--- config.mk ---
export PLATFORM = sky130hd
export DESIGN_NAME = serial_word_feeder
export DESIGN_NICKNAME = d
export VERILOG_FILES = /design/src/rtl/serial_word_feeder.sv
export SDC_FILE = /design/constraint.sdc
export NUM_CORES = 1
export LEC_CHECK = 0
export CORE_AREA = 2 2 39 41
export CTS_BUF_LIST = sky130_fd_sc_hd__clkbuf_2
export DETAILED_ROUTE_END_ITERATION = 10
export DIE_AREA = 0 0 41 43
export PLACE_DENSITY = 0.81
export SLEW_MARGIN = 5
export SYNTH_ARGS = -nofsm -noshare
export SYNTH_HDL_FRONTEND = slang
export SYNTH_SLANG_ARGS = --single-unit
--- constraint.sdc ---
create_clock -name clk -period 3 [get_ports clk]
set_input_delay 0.6 -clock clk [delete_from_list [all_inputs] [get_ports clk]]
set_output_delay 0.6 -clock clk [all_outputs]
set_load 0.02 [all_outputs]
--- src/rtl/serial_word_feeder.sv ---
// rtl/serial_word_feeder.sv - parallel word to MSB-first serial bit stream with sof/eof markers
// Optional one-word prefetch hold register: define SERIAL_FEEDER_PREFETCH_EN.
module serial_word_feeder #(
   parameter int WIDTH = 8
) (
   input  logic             clk,
   input  logic             rst_n,
   input  logic [WIDTH-1:0] in_data,
   input  logic             in_valid,
   output logic             in_ready,
   output logic             ser_bit,
   output logic             ser_valid,
   output logic             ser_sof,
   output logic             ser_eof,
   output logic             busy
);

   localparam int CW = $clog2(WIDTH);
   localparam logic [CW-1:0] LAST = CW'(WIDTH - 1);

   typedef enum logic {
      IDLE  = 1'b0,
      SHIFT = 1'b1
   } state_t;

   state_t           state_q, state_d;
   logic [WIDTH-1:0] sr_q, sr_d;
   logic [CW-1:0]    cnt_q, cnt_d;
   logic             accept;
   logic             last_bit;

`ifdef SERIAL_FEEDER_PREFETCH_EN
   logic [WIDTH-1:0] hold_q, hold_d;
   logic             hold_full_q, hold_full_d;

   assign in_ready = rst_n & ~hold_full_q;
   assign busy     = (state_q == SHIFT) | hold_full_q;
`else
   assign in_ready = rst_n & (state_q == IDLE);
   assign busy     = (state_q == SHIFT);
`endif

   assign accept    = in_valid & in_ready;
   assign last_bit  = (cnt_q == LAST);
   assign ser_valid = (state_q == SHIFT);
   assign ser_bit   = sr_q[WIDTH-1] & ser_valid;
   assign ser_sof   = ser_valid & (cnt_q == '0);
   assign ser_eof   = ser_valid & last_bit;

   always_ff @(posedge clk or negedge rst_n) begin
      if (!rst_n) begin
         state_q     <= IDLE;
         sr_q        <= '0;
         cnt_q       <= '0;
`ifdef SERIAL_FEEDER_PREFETCH_EN
         hold_q      <= '0;
         hold_full_q <= 1'b0;
`endif
      end else begin
         state_q     <= state_d;
         sr_q        <= sr_d;
         cnt_q       <= cnt_d;
`ifdef SERIAL_FEEDER_PREFETCH_EN
         hold_q      <= hold_d;
         hold_full_q <= hold_full_d;
`endif
      end
   end

   always_comb begin
      state_d     = state_q;
      sr_d        = sr_q;
      cnt_d       = cnt_q;
`ifdef SERIAL_FEEDER_PREFETCH_EN
      hold_d      = hold_q;
      hold_full_d = hold_full_q;
`endif
      case (state_q)
         IDLE: begin
            if (accept) begin
               sr_d    = in_data;
               cnt_d   = '0;
               state_d = SHIFT;
            end
         end
         SHIFT: begin
            sr_d  = sr_q << 1;
            cnt_d = cnt_q + CW'(1);
            if (last_bit) begin
`ifdef SERIAL_FEEDER_PREFETCH_EN
               // held word first; accept is impossible while the hold is full
               if (hold_full_q) begin
                  sr_d        = hold_q;
                  cnt_d       = '0;
                  hold_full_d = 1'b0;
               end else if (accept) begin
                  sr_d  = in_data;
                  cnt_d = '0;
               end else begin
                  state_d = IDLE;
               end
`else
               state_d = IDLE;
`endif
            end
`ifdef SERIAL_FEEDER_PREFETCH_EN
            if (accept && !last_bit) begin
               hold_d      = in_data;
               hold_full_d = 1'b1;
            end
`endif
         end
         default: state_d = IDLE;
      endcase
   end

endmodule

==> run_1/layers.png <==
Scale: 12 px per um.
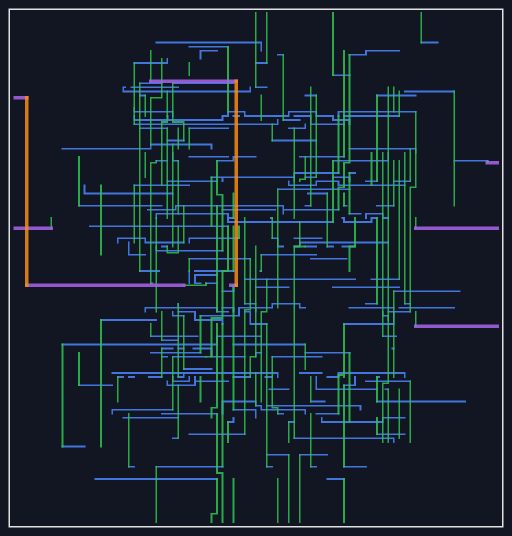
M1: shown in blue, wire length 620 um. M3: shown in purple, wire length 38.8 um. M4: shown in orange, wire length 32.6 um. M2: shown in green, wire length 669 um.
WL per Instance: 13.6 um
Vias: 535

==> run_1/floorplan.png <==
Scale: 8 px per um. Pins as bars on the die edge.
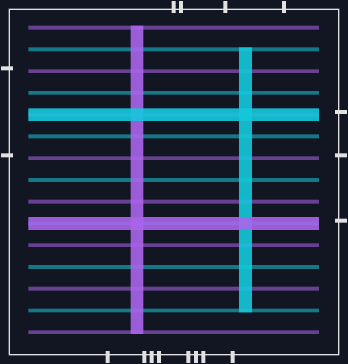
VSS: shown in purple. VDD: shown in cyan.
17 signal pins sit on the boundary. 15 met1 rails follow the rows. 2 straps on met5.
Max IR drop VDD: 381 uV
Die H: 43 um
Die X: 41 um
Core Region: 1380 um^2

==> run_1/gates.png <==
Scale: 6 px per um.
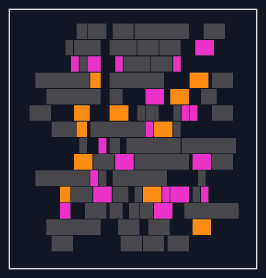
aoi and oai cells: shown in orange, cells 11, most used o311ai_1. nand cells: shown in magenta, cells 19, most used nand2_1.
Top cell excl fill/tap: clkdlybuf4s50_1
Post-Layout Cell Count: 100

==> reports/metrics.csv, run 1 <==
stage,metric,value,unit
status,outcome,"complete, no violations",
clock_network,clock-sinks,12,
synth,ys_area,677,um^2
worst_setup_path,crit_type,flip-flop to output port,
global_route,met3_usage,4.71,%
synth,synthFlopType,dfrtp_1,
layout,clockBufferCount,3,
floorplan,row_count,14,
power,pwr-share-comb,42.9,%
layout,regMostFlops,sr_q,
worst_setup_path,cp-start-kind,flip-flop,
layout,fin_nets,99,
layout,buffers_excl_clock,18,
power,p_seq,0.281,mW
synth,synth.net_count,83,
drt,wl_met1,619,um
clock_network,cts_resized,0,
hold_path,hold_path_end,sr_q[3],
clock_network,cts_buffer_depth,2,
run,cap_violations,0,
global_route,grt_pass1_vias,507,
sta,finalSetupViolCount,0,
synth,ys_sh_xor,0,%
place,dp_hpwl,943,um
synth,ys_seq_share,44.4,%
place,place_congestion,0.729,
worst_setup_path,slowest_delay,0.77,ns
synth,most_common_cell,dfrtp_1,
power,p_clk_share,13.3,%
==> run_1/clock_nets.png <==
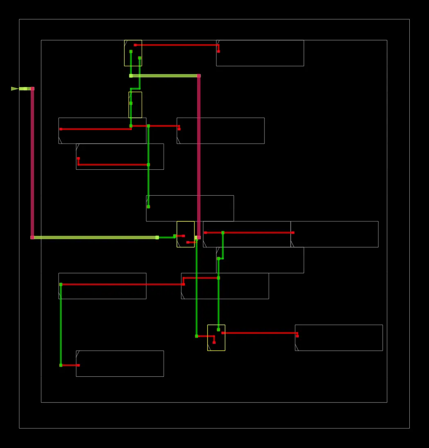

==> run 2, diff against run 1 <==
--- a/config.mk
+++ b/config.mk
@@ -5,11 +5,11 @@
 export SDC_FILE = /design/constraint.sdc
 export NUM_CORES = 1
 export LEC_CHECK = 0
-export CORE_AREA = 2 2 39 41
+export CORE_MARGIN = 2
+export CORE_UTILIZATION = 44
 export CTS_BUF_LIST = sky130_fd_sc_hd__clkbuf_2
 export DETAILED_ROUTE_END_ITERATION = 10
-export DIE_AREA = 0 0 41 43
-export PLACE_DENSITY = 0.81
+export PLACE_DENSITY = 0.75
 export SLEW_MARGIN = 5
 export SYNTH_ARGS = -nofsm -noshare
 export SYNTH_HDL_FRONTEND = slang
==> constraint.sdc (replaced) <==
create_clock -name clk -period 2.2 [get_ports clk]
set_input_delay 0.44 -clock clk [delete_from_list [all_inputs] [get_ports clk]]
set_output_delay 0.44 -clock clk [all_outputs]
set_load 0.02 [all_outputs]
==> run_2/clock_nets.png <==
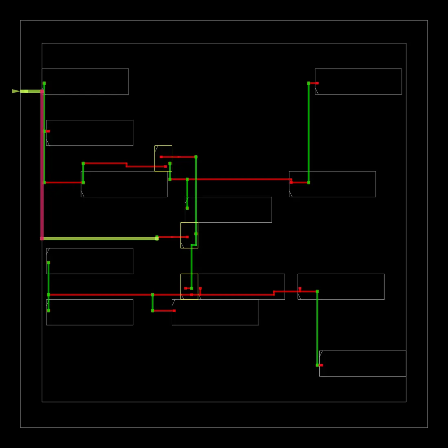
CTS sink cnt: 12
Late-Pin Clk Latency: 0.25 ns
Inserted Clock Buffers: 3
clock-net power: 0.103 mW

==> run_2/gates.png <==
Scale: 6 px per um.
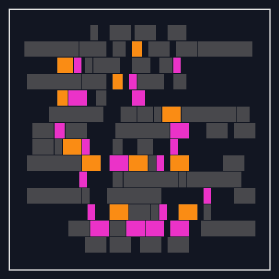
nand cells: shown in magenta, cells 19, most used nand2_1. aoi and oai cells: shown in orange, cells 11, most used o311ai_1.
Post-Layout Cell Count: 101
Comb area share: 34.7%

==> reports/metrics.csv, run 2 <==
stage,metric,value,unit,change
layout,fin_nets,101,,+2.0%
power,p_seq,0.359,mW,+28%
layout,lay_top_count,clkdlybuf4s50_1,,
floorplan,core_area,1470,um^2,+6.3%
place,place_congestion,0.693,,-5.0%
worst_setup_path,crit_type,input pin to output port,,
power,pwr-share-comb,46.5,%,+3.6 points
clock_network,cts_resized,1,,+1
power,peakVddDrop,420,uV,+10%
sta,finalSetupViolCount,0,,unchanged
drt,vias,541,,+1.1%
status,outcome,"complete, no violations",,
synth,most_common_cell,dfrtp_1,,
global_route,grt_pass1_vias,509,,+0.39%
floorplan,fp.dieW,43.2,um,+5.4%
synth,synthFlopType,dfrtp_1,,
drt,wl_met1,633,um,+2.3%
synth,synth.net_count,83,,unchanged
run,cap_violations,0,,unchanged
clock_network,cts_buffer_depth,2,,unchanged
hold_path,hold_path_end,sr_q[3],,
worst_setup_path,cp-start-kind,input pin,,
==> run_2/clock_wires.png <==
Scale: 6 px per um.
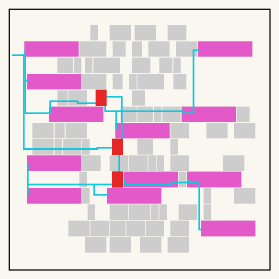
clock-net drivers: shown in red, count 3. clock wires: shown in cyan, length 157 um. flip-flops: shown in magenta, count 12.
There are 4 routed clock nets.
clock network power share: 11.9%
final clock skew: 0.00264 ns

==> run_2/floorplan.png <==
Scale: 8 px per um. Pins as bars on the die edge.
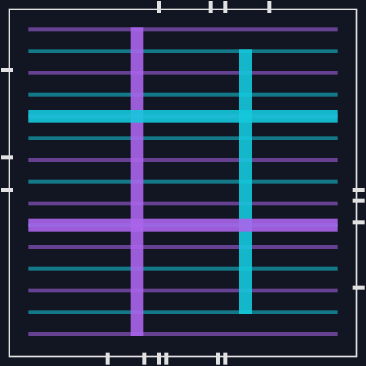

==> run 3, diff against run 2 <==
--- a/config.mk
+++ b/config.mk
@@ -5,6 +5,7 @@
 export SDC_FILE = /design/constraint.sdc
 export NUM_CORES = 1
 export LEC_CHECK = 0
+export ABC_AREA = 1
 export CORE_MARGIN = 2
 export CORE_UTILIZATION = 44
 export CTS_BUF_LIST = sky130_fd_sc_hd__clkbuf_2
==> run_3/floorplan.png <==
Scale: 10 px per um. Pins as bars on the die edge.
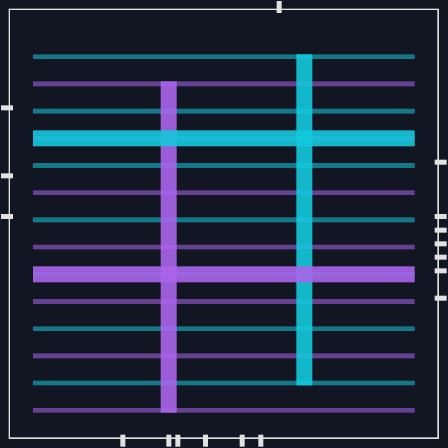
VSS: shown in purple. VDD: shown in cyan.
2 straps on met4. 17 signal pins sit on the boundary. 14 met1 rails follow the rows. The core has 13 rows.

==> run_3/clock_nets.png <==
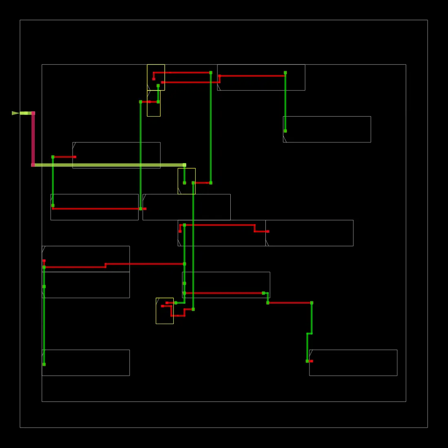
layout sequential cell count: 12
final clock skew: 0.0190 ns
clkbuf count: 3
clock-net power: 0.117 mW

==> reports/metrics.csv, run 3 <==
stage,metric,value,unit,change
status,outcome,"complete, no violations",,
synth,top_logic_kind,simple AND/OR/NAND/NOR gates,,
layout,fin_cells,121,,+20%
power,internal_power,0.570,mW,
sta,final-hold-violation-count,0,,
worst_setup_path,crit_type,flip-flop to output port,,
power,p_clk_share,11.6,%,-0.3 points
synth,ys_sh_simple,34.7,%,
global_route,grt_pass1_vias,535,,+5.1%
clock_network,cts_buffer_depth,2,,unchanged
layout,lay_top_count,nand2_1,,
synth,edf_count,0,,
power,p_seq,0.390,mW,+8.6%
clock_network,clock-sinks,12,,unchanged
layout,largest_register_ffs,8,,
drt,wl_met1,601,um,-5.1%
sta,layout_min_cycle_time,2.05,ns,
run,warnings,27,,
layout,comb_cells,66,,
power,peakVddDrop,733,uV,+75%
clock_network,cts_resized,0,,-1
floorplan,core_area,1350,um^2,-8.2%
layout,comb_area_share,35.3,%,+0.62 points
power,cellPowerDensity,1200,nW/um^2,
worst_setup_path,r2r-start,busy,,
run,cap_violations,0,,unchanged
synth,synth.net_count,102,,+23%
clock_network,numCtsBuffers,3,,unchanged
synth,synthFlopType,dfrtp_1,,
sta,finalSetupViolCount,0,,unchanged
worst_setup_path,cp-start-kind,flip-flop,,
global_route,antenna_found_initial,0,,
layout,fin_nets,121,,+20%
layout,inverters,6,,
drt,antenna_left,0,,
layout,regMostFlops,sr_q,,
layout,post-route-util,62.2,%,
drt,vias,567,,+4.8%
global_route,grt_use_met1,20.5,%,
power,pwr-share-comb,49.7,%,+3.2 points
clock_network,clk_latency,0.28,ns,+0.03 ns
layout,clkCellAreaFrac,2.24,%,
place,place_congestion,0.735,,+6.1%
floorplan,fp.dieW,42.8,um,-1.1%
worst_setup_path,arrival,1.61,ns,
==> run_3/layers.png <==
Scale: 12 px per um.
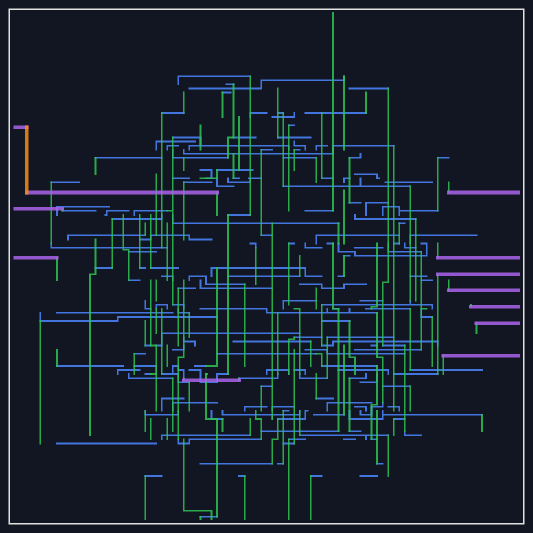
M2: shown in green, wire length 579 um. M1: shown in blue, wire length 602 um. M3: shown in purple, wire length 67.4 um. M4: shown in orange, wire length 5.40 um.

Power figures rest on the tool's default switching activity, not on a simulated workload.
